--- src/rtl/rs_syndrome_16_8.sv ---
// RS(16,8) syndrome stage: Horner-accumulates S0..S7 over GF(256) and strobes them one clock after the 16th symbol.
// Optional framing checks (eop placement, sop inside a frame) are enabled by defining RS_SYND_FRMCHK_EN.
module rs_syndrome_16_8 #(
  parameter int unsigned FCR     = 0,
  parameter logic [8:0]  GF_POLY = 9'h11D,
  parameter int unsigned N_SYM   = 16
) (
  input  logic        clk,
  input  logic        rst,
  input  logic        din_val,
  input  logic        din_sop,
  input  logic        din_eop,
  input  logic [7:0]  din,
  output logic        synd_val,
  output logic [63:0] synd,
  output logic        synd_nz,
  output logic        frm_err
);

  localparam int unsigned SW = 8;
  localparam int unsigned NR = 8;
  localparam int unsigned CW = 4;

  // Shift-and-add GF(2^8) product; constant b folds to an XOR network.
  function automatic logic [SW-1:0] gf_mul(input logic [SW-1:0] a, input logic [SW-1:0] b);
    logic [SW-1:0] p;
    logic [SW-1:0] x;
    p = '0;
    x = a;
    for (int k = 0; k < int'(SW); k++) begin
      if (b[k]) p = p ^ x;
      x = x[SW-1] ? ((x << 1) ^ GF_POLY[SW-1:0]) : (x << 1);
    end
    return p;
  endfunction

  function automatic logic [SW-1:0] gf_pow(input int unsigned e);
    logic [SW-1:0] r;
    r = SW'(1);
    for (int unsigned k = 0; k < e; k++) r = gf_mul(r, SW'(2));
    return r;
  endfunction

  logic [NR-1:0][SW-1:0] r_acc;
  logic [NR-1:0][SW-1:0] w_acc_nxt;
  logic [CW-1:0]         r_cnt;
  logic                  r_in_frame;
  logic [NR*SW-1:0]      r_synd;
  logic                  r_synd_val;
  logic                  r_synd_nz;
  logic                  r_frm_err;

  logic w_take_sop;
  logic w_take_dat;
  logic w_last;
  logic w_done;
  logic w_err;
  logic w_sop_keep;

  assign w_take_sop = din_val & din_sop;
  assign w_take_dat = din_val & ~din_sop & r_in_frame;
  assign w_last     = w_take_dat & (r_cnt == CW'(N_SYM - 1));

`ifdef RS_SYND_FRMCHK_EN
  // A sop carrying eop is a one-symbol frame, so it is dropped rather than restarted.
  assign w_err      = (w_take_sop & (r_in_frame | din_eop)) |
                      (w_take_dat & (w_last ? ~din_eop : din_eop));
  assign w_done     = w_last & din_eop;
  assign w_sop_keep = ~din_eop;
`else
  logic w_unused_eop;
  assign w_unused_eop = din_eop;
  assign w_err        = 1'b0;
  assign w_done       = w_last;
  assign w_sop_keep   = 1'b1;
`endif

  for (genvar gi = 0; gi < NR; gi++) begin : g_lane
    localparam logic [SW-1:0] ROOT = gf_pow(FCR + gi);
    assign w_acc_nxt[gi] = din_sop ? din : (gf_mul(r_acc[gi], ROOT) ^ din);
  end

  always_ff @(posedge clk or posedge rst) begin
    if (rst) begin
      r_acc      <= '0;
      r_cnt      <= '0;
      r_in_frame <= 1'b0;
      r_synd     <= '0;
      r_synd_val <= 1'b0;
      r_synd_nz  <= 1'b0;
      r_frm_err  <= 1'b0;
    end else begin
      r_synd_val <= w_done;
      r_frm_err  <= w_err;
      if (w_take_sop | w_take_dat) begin
        r_acc <= w_acc_nxt;
        r_cnt <= w_take_sop ? CW'(1) : (r_cnt + CW'(1));
      end
      if (w_take_sop) begin
        r_in_frame <= w_sop_keep;
      end else if (w_last | w_err) begin
        r_in_frame <= 1'b0;
      end
      if (w_done) begin
        r_synd    <= w_acc_nxt;
        r_synd_nz <= |w_acc_nxt;
      end
    end
  end

  assign synd_val = r_synd_val;
  assign synd     = r_synd;
  assign synd_nz  = r_synd_nz;
  assign frm_err  = r_frm_err;

endmodule
--- config.mk ---
export PLATFORM = sky130hd
export DESIGN_NAME = rs_syndrome_16_8
export DESIGN_NICKNAME = d
export VERILOG_FILES = /design/src/rtl/rs_syndrome_16_8.sv
export SDC_FILE = /design/constraint.sdc
export NUM_CORES = 1
export LEC_CHECK = 0
export ABC_AREA = 0
export CORE_ASPECT_RATIO = 0.7
export CORE_UTILIZATION = 30
export DETAILED_ROUTE_END_ITERATION = 6
export SLEW_MARGIN = 20
export SYNTH_ARGS = -nofsm -noshare
export SYNTH_HDL_FRONTEND = slang
export SYNTH_SLANG_ARGS = --single-unit
--- constraint.sdc ---
create_clock -name clk -period 9.7 [get_ports clk]
set_input_delay 0.97 -clock clk [delete_from_list [all_inputs] [get_ports clk]]
set_output_delay 0.97 -clock clk [all_outputs]
set_load 0.02 [all_outputs]
Figure 1. Met2 routing.
(2 px per micron)
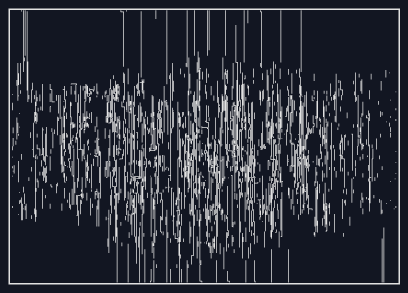
wire length on this layer: 8,650 microns
nets with wire on the layer: 722
share of all routed wire: 41%

Figure 2. Cell outlines without signal wires.
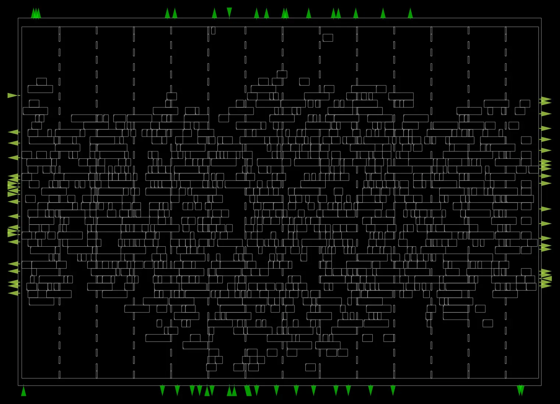
Rows: 48
Seq/total area: 36.2%
Finished Core Util: 37.3%
flop count: 135

Figure 3. Wiring by layer.
(1.5 px per micron) Only two layers are drawn.
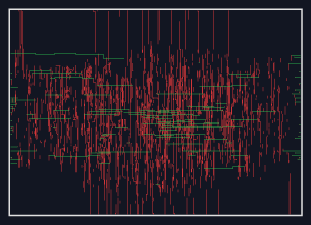
legend:
  met3:
    colour: green
    wire_length: 1,300 microns
  met2:
    colour: red
    wire_length: 8,650 microns

==> results.yml <==
# physical design summary
run_status:
  outcome: "finished, final reports clean"
synth:
  synth_top_cell_by_area: "dfrtp_1"
  ys.flops: 135
  syn_area_per_cell_sq_um: 8.80
  yosys_area_sq_um: 7760
  fp_nets: 896
  synth_warnings: 0
  synthDistinctLibCells: 66
  synth.top_cells.by_count: "135 x dfrtp_1, 121 x nor2_1, 107 x xnor2_1"
  syn-instance-count: 882
  async_reset_ff_share_pct: 100
  synth.top_cells.by_area: "dfrtp_1 44%, xnor2_1 12%, nor2_1 5.9%, o21ai_0 5.8%, a21oi_1 5.2%"
setup_path:
  r2r-start: "r_in_frame"
  critPathMaxStageDelay_ns: 0.65
  crit_required_ns: 10.00
  cp-endpoint: "synd_nz"
  critical_path_class: "primary input to register"
  cp-end-kind: "register"
  crit_buf_inv: 3
  crit_path_max_fanout: 73
  crit_chain: "buf_4 > buf_4 > inv_1 > nand2_1 > xor2_1 > nand4_1 > nor4_1 > a31oi_1"
grt:
  grt_pass1_vias: 5841
  groute.usage.overall_pct: 16.5
  grt_remaining_overflow: 0
cells_and_area:
  nClkBuffers: 20
  clock_area_share_pct: 6.61
  final_area_sq_um: 9330
  comb_cells: 664
  nNonClkBuffers: 91
  area_growth_pct: 20.3
  layout-drive-gt1-share_pct: 6.13
  stdcell_count: 1255
power:
  p_leak_nw: 3.73
  combinationalPower_mw: 1.11
  cellPowerDensity_nw_per_um2: 281
  p_seq_mw: 0.840
  total_power_mw: 2.63
clock_tree:
  numCtsBuffers: 17
  postCtsSetupBuffers: 0
  clock_sinks: 135
  cts_root_buf: "clkbuf_16"
  insertion_delay_ns: 0.43
  tritoncts: "done"
  postCtsHoldBufs: 0
timing:
  setup_slack_ns: 6.09
  period_used_pct: 37.2
  max_freq_mhz: 277
  finalSetupTns_ns: 0
  drv_slew: 0
  rsz0062_at_grt: "false"
  clock_skew_ns: 0.00758
  hold_ws_ns: 0.492
  slew_headroom_pct: 30.2
  setup_viol: 0
route:
  wl_per_cell_microns: 16.6
  met2_length_microns: 8650
  drt_first_pass_iters: 5
  drt_wl_total_microns: 20900
  routed.top_layer: "met4"
hold_path:
  whs_endpoint: "synd[15]"
  hold_path_depth: 1
  min_path_type: "register to register"
flow_run:
  max_cap_viol_count: 0
  warning_count: 27
place:
  place_ws_ns: 5.65
  portBuffers: 77
  placed_cells: 1221
  placed_area_sq_um: 8660
floorplanning:
  initial_core_util_pct: 31.0
  fp.dieW_microns: 194
  core_sq_um: 25000
  die_h_microns: 137
==> worst register-to-register path, delay by kind of cell, from the launching register on <==
kind / cells / cell delay [ns]
AND/OR/NAND/NOR: 3 / 0.77
buffers and inverters: 2 / 1.16
AND-OR/OR-AND: 1 / 0.15
flip-flops: 1 / 0.65
==> cell families (layout without fill, tap and decap cells) <==
group,after synthesis,in the layout,synth area share (%)
and+or+nand+nor,291,291,17.5
AOI/OAI and AO/OA,229,229,16.8
xor gates and xnor gates,136,136,15.8
DFF,135,135,43.5
buffers and inverters,83,131,5.32
muxes,6,6,0.774
adders and majority gates,1,1,0.161
other,1,1,0.0483
==> routing by layer <==
layer  vias to the layer above  track usage, %
met5                         -               0
met2                       190            23.3
met1                      3031            25.4
met3                         8            3.47
li1                       3061               -
met4                         0            3.88
Power figures rest on the tool's default switching activity, not on a simulated workload.
